==> src/rtl/sram_1rw_port_arbiter.sv <==
// Front end for a 512x80 single-port SRAM: arbitrates masked writes and reads onto
// the one RW port and buffers the one-cycle read data in a 2-entry response queue.
module sram_1rw_port_arbiter #(
  parameter int ADDR_W     = 9,
  parameter int DATA_W     = 80,
  parameter int MASK_W     = 8,
  parameter int STARVE_MAX = 4
) (
  input  logic              clock,
  input  logic              reset_n,
  input  logic              w_valid,
  output logic              w_ready,
  input  logic [ADDR_W-1:0] w_addr,
  input  logic [MASK_W-1:0] w_mask,
  input  logic [DATA_W-1:0] w_data,
  input  logic              r_valid,
  output logic              r_ready,
  input  logic [ADDR_W-1:0] r_addr,
  output logic              resp_valid,
  input  logic              resp_ready,
  output logic [DATA_W-1:0] resp_data,
  output logic              RW0_en,
  output logic              RW0_wmode,
  output logic [ADDR_W-1:0] RW0_addr,
  output logic [MASK_W-1:0] RW0_wmask,
  output logic [DATA_W-1:0] RW0_wdata,
  input  logic [DATA_W-1:0] RW0_rdata
);

  localparam int CNT_W = 4;

  logic [1:0]        count_q, count_d;
  logic              rd_ptr_q, wr_ptr_q;
  logic [DATA_W-1:0] entry_q [2];
  logic              inflight_q, inflight_d;
  logic [CNT_W-1:0]  starve_q, starve_d;

  logic              pop, push, read_ok, force_rd, grant_r, grant_w;
  logic [2:0]        credit_use;

  assign pop  = resp_valid & resp_ready;
  assign push = inflight_q;

  // Credit lookahead: a slot freed by this cycle's pop is reusable immediately.
  assign credit_use = {1'b0, count_q} + {2'b00, inflight_q} - {2'b00, pop};
  assign read_ok    = (credit_use < 3'd2);

  assign force_rd = (starve_q == CNT_W'(STARVE_MAX));
  assign grant_r  = r_valid & read_ok & (~w_valid | force_rd);
  assign grant_w  = w_valid & ~grant_r;

  assign w_ready   = grant_w;
  assign r_ready   = grant_r;
  assign RW0_en    = grant_w | grant_r;
  assign RW0_wmode = grant_w;
  assign RW0_addr  = grant_w ? w_addr : r_addr;
  assign RW0_wmask = w_mask;
  assign RW0_wdata = w_data;

  assign resp_valid = (count_q != 2'd0);
  assign resp_data  = entry_q[rd_ptr_q];

  assign inflight_d = grant_r;
  assign count_d    = count_q + {1'b0, push} - {1'b0, pop};

  // Counts write wins only while a read could actually have gone; anything else resets it.
  always_comb begin
    starve_d = '0;
    if (grant_w && r_valid && read_ok) begin
      if (starve_q < CNT_W'(STARVE_MAX)) starve_d = starve_q + 1'b1;
      else                               starve_d = starve_q;
    end
  end

  always_ff @(posedge clock or negedge reset_n) begin
    if (!reset_n) begin
      count_q    <= '0;
      rd_ptr_q   <= 1'b0;
      wr_ptr_q   <= 1'b0;
      inflight_q <= 1'b0;
      starve_q   <= '0;
      entry_q[0] <= '0;
      entry_q[1] <= '0;
    end else begin
      count_q    <= count_d;
      inflight_q <= inflight_d;
      starve_q   <= starve_d;
      if (push) begin
        entry_q[wr_ptr_q] <= RW0_rdata;
        wr_ptr_q          <= ~wr_ptr_q;
      end
      if (pop) rd_ptr_q <= ~rd_ptr_q;
    end
  end

  a_no_push_when_full: assert property (@(posedge clock) disable iff (!reset_n)
    !(push && count_q == 2'd2));

endmodule

==> config.mk <==
export PLATFORM = sky130hd
export DESIGN_NAME = sram_1rw_port_arbiter
export DESIGN_NICKNAME = d
export VERILOG_FILES = /design/src/rtl/sram_1rw_port_arbiter.sv
export SDC_FILE = /design/constraint.sdc
export NUM_CORES = 1
export LEC_CHECK = 0
export CORE_AREA = 2 2 147 149
export DETAILED_ROUTE_END_ITERATION = 10
export DIE_AREA = 0 0 149 151
export PLACE_DENSITY = 0.86
export SETUP_SLACK_MARGIN = 0.2
export SLEW_MARGIN = 20
export SYNTH_ARGS = -nofsm -noshare
export SYNTH_HDL_FRONTEND = slang
export SYNTH_SLANG_ARGS = --single-unit
==> constraint.sdc <==
create_clock -name clock -period 5 [get_ports clock]
set_input_delay 1.25 -clock clock [delete_from_list [all_inputs] [get_ports clock]]
set_output_delay 1.25 -clock clock [all_outputs]
set_load 0.05 [all_outputs]
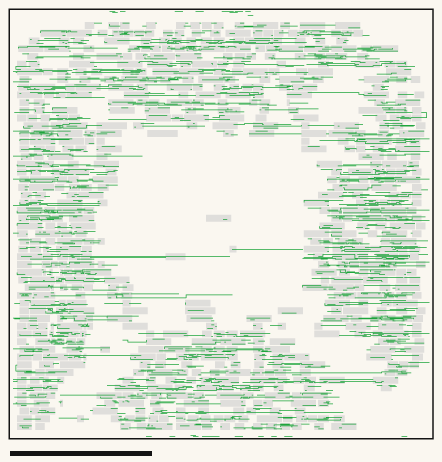
met1.png
The bar under the picture is 50 microns long.
- main direction: horizontal
- longest straight run: 58.9 microns
- nets with wire on the layer: 712
- wire length on this layer: 6830 microns

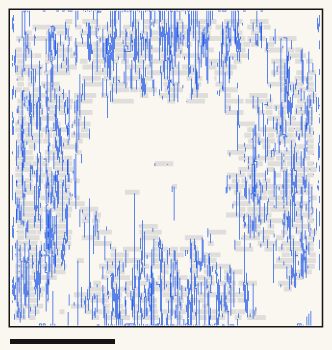
met2.png
The bar under the picture is 50 microns long.
- nets with wire on the layer: 804
- main direction: vertical
- wire length on this layer: 7980 microns
- longest straight run: 48.3 microns

==> report_table.html <==
<h2>Synthesis and place &amp; route</h2>
<table>
<tr><th>Metric</th><th>Value</th></tr>
<tr><th colspan="2">Floorplan</th></tr>
<tr><td>Number of primary I/O pins</td><td>373</td></tr>
<tr><td>Core ar.</td><td>20800 sq um</td></tr>
<tr><td>Horizontal die dimension</td><td>149 microns</td></tr>
<tr><td>Die height</td><td>151 microns</td></tr>
<tr><th colspan="2">Power</th></tr>
<tr><td>Worst vdd rail ir drop</td><td>0.000544 V</td></tr>
<tr><td>Total power divided by cell area</td><td>814 nW/um^2</td></tr>
<tr><td>Int Power</td><td>4.98 mW</td></tr>
<tr><th colspan="2">STA</th></tr>
<tr><td>Count of final max-slew check failures</td><td>0</td></tr>
<tr><td>Final hold slack</td><td>499 ps</td></tr>
<tr><td>Achievable Freq</td><td>211 MHz</td></tr>
<tr><td>Actual slew at the worst max-slew pin</td><td>678 ps</td></tr>
<tr><td>Minimum clock period</td><td>4750 ps</td></tr>
<tr><td>Total count of hold-check failures in the final report</td><td>0</td></tr>
<tr><th colspan="2">Cells and area</th></tr>
<tr><td>Area growth from synthesis to layout</td><td>30.3%</td></tr>
<tr><td>Post-route core utilization</td><td>50.7%</td></tr>
<tr><th colspan="2">Routing</th></tr>
<tr><td>DR top layer</td><td>met4</td></tr>
<tr><td>WL met3</td><td>1.11 mm</td></tr>
<tr><td>Routed length per placed instance</td><td>16.7 microns</td></tr>
<tr><td>Routed metal-1 wirelength</td><td>6.83 mm</td></tr>
<tr><td>Sum of routed wire length over all layers</td><td>16.1 mm</td></tr>
<tr><th colspan="2">Status</th></tr>
<tr><td>Run status</td><td>finished clean</td></tr>
<tr><th colspan="2">Critical path</th></tr>
<tr><td>Critical path data required time</td><td>3750 ps</td></tr>
<tr><td>Endpoint kind of the worst setup timing path</td><td>primary output</td></tr>
<tr><td>Critical path peak fanout</td><td>5</td></tr>
<tr><td>Critical path's largest stage delay</td><td>530 ps</td></tr>
<tr><td>Critical Path Source Type</td><td>primary input</td></tr>
<tr><th colspan="2">Run</th></tr>
<tr><td>Max Cap Viol</td><td>0</td></tr>
<tr><td>Tally of OpenROAD warnings</td><td>28</td></tr>
<tr><th colspan="2">Synthesis</th></tr>
<tr><td>Cell types occupying the most area after synthesis</td><td>dfrtp_1 (52%), mux2_2 (35%), buf_4 (8.2%)</td></tr>
<tr><td>Yosys stat chip area</td><td>8100 sq um</td></tr>
<tr><td>Cells in synth_stat.txt</td><td>567</td></tr>
<tr><td>Synth Seq Share</td><td>52.2%</td></tr>
<tr><td>Synth top cells by count</td><td>mux2_2 (249), dfrtp_1 (169), buf_4 (89)</td></tr>
<tr><th colspan="2">Global routing</th></tr>
<tr><td>Global-route wire length before repair</td><td>26.0 mm</td></tr>
<tr><td>Via count of the first global-routing pass</td><td>5203</td></tr>
<tr><th colspan="2">CTS</th></tr>
<tr><td>Clock transition at path regs</td><td>60 ps</td></tr>
<tr><td>Count of H-tree levels built during CTS</td><td>4</td></tr>
<tr><td>TritonCTS clock tree</td><td>done</td></tr>
<tr><td>TritonCTS Buffers</td><td>17</td></tr>
<tr><td>Clock latency reported for the late side of the worst-skew pair</td><td>420 ps</td></tr>
</table>
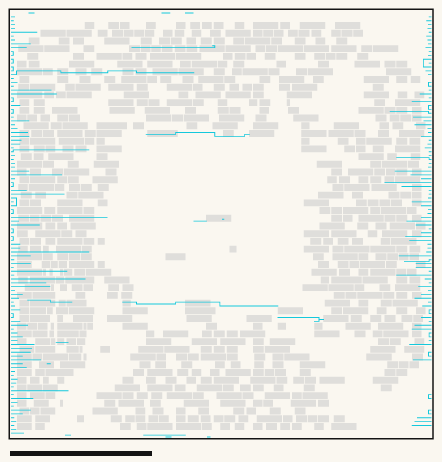
met3.png
The bar under the picture is 50 microns long.
- main direction: horizontal
- nets with wire on the layer: 175

-- stage by stage --
step	instances	power (mW)	setup TNS, ps
3_3_place_gp	933	7.07	-850
2_1_floorplan	567	5.97	0
5_1_grt	967	9.03	0
3_5_place_dp	933	7.16	-1000
4_1_cts	967	8.68	0
6_report	967	8.59	0
-- timing repair --
item | CTS | global route
pin swaps | 5 | 5
endpoints found under the setup margin | 13 | 10
cloned | 1 | 0
buffers inserted | 1 | 0
resized | 40 | 2
-- final cells by class --
cell class	count	area, sq um	share of cell area (%)
clock buffer	18	429	4.07
tap	275	344	3.26
multi-input combinational	277	3150	29.8
clock inverter	14	210	1.99
inverter	7	26.3	0.249
timing repair buffer	207	2170	20.5
sequential	169	4230	40.1
-- state kept, by name, summed over array words and instances, names as in the netlist --
register,flops
entry_q,160
starve_q,4
count_q,2
inflight_q,1
rd_ptr_q,1
wr_ptr_q,1
-- cell families (layout without fill, tap and decap cells) --
kind of cell / Yosys count / in the layout / share of synthesized area [%]
and+or+nand+nor: 15 / 15 / 1.27
muxes: 250 / 250 / 34.7
AOI/OAI and AO/OA: 3 / 3 / 0.417
DFF: 169 / 169 / 52.2
buffers and inverters: 121 / 246 / 10.1
xor gates and xnor gates: 4 / 4 / 0.432
adders and majority gates: 5 / 5 / 0.865
-- cell usage in the layout (no fill, tap or decap), drive strengths merged, types with 2 or more instances in the layout --
| cell type | instances |
|---|---|
| buf | 26 |
| xor2 | 3 |
| mux2 | 249 |
| or2 | 2 |
| inv | 13 |
| clkdlybuf4s50 | 181 |
| nor3 | 2 |
| bufinv | 4 |
| nor2 | 2 |
| clkinv | 4 |
| ha | 4 |
| clkbuf | 18 |
| dfrtp | 169 |
| nand2 | 3 |
| nand2b | 2 |
-- path summary, 6_finish.rpt --
check	from	end	slack, ps	cells past startpoint
max	resp_ready	RW0_addr[7]	250	13
min	entry_q[73]$_DFFE_PN0P_	entry_q[73]$_DFFE_PN0P_	500	1
max reg2reg	count_q[1]$_DFF_PN0_	inflight_q$_DFF_PN0_	2220	11
min reg2reg	entry_q[73]$_DFFE_PN0P_	entry_q[73]$_DFFE_PN0P_	500	1
max in group asynchronous	reset_n	entry_q[54]$_DFFE_PN0P_	3190	2
min in group asynchronous	reset_n	entry_q[24]$_DFFE_PN0P_	840	1
-- routing by layer --
layer,vias to the layer above,global-route usage [%]
met4,0,4.48
li1,2110,-
met5,-,0
met1,2387,17.7
met3,23,5.00
met2,180,24.4
-- power groups by stage --
| stage | logic, mW | clock network (mW) | registers [mW] |
|---|---|---|---|
| after floorplan | 3.69 | 0 | 2.27 |
| after global placement | 4.65 | 0 | 2.42 |
| after detailed placement | 4.70 | 0 | 2.46 |
| after CTS | 4.77 | 1.47 | 2.44 |
| after global routing | 4.96 | 1.54 | 2.53 |
| final | 4.72 | 1.43 | 2.43 |
Power figures rest on the tool's default switching activity, not on a simulated workload.
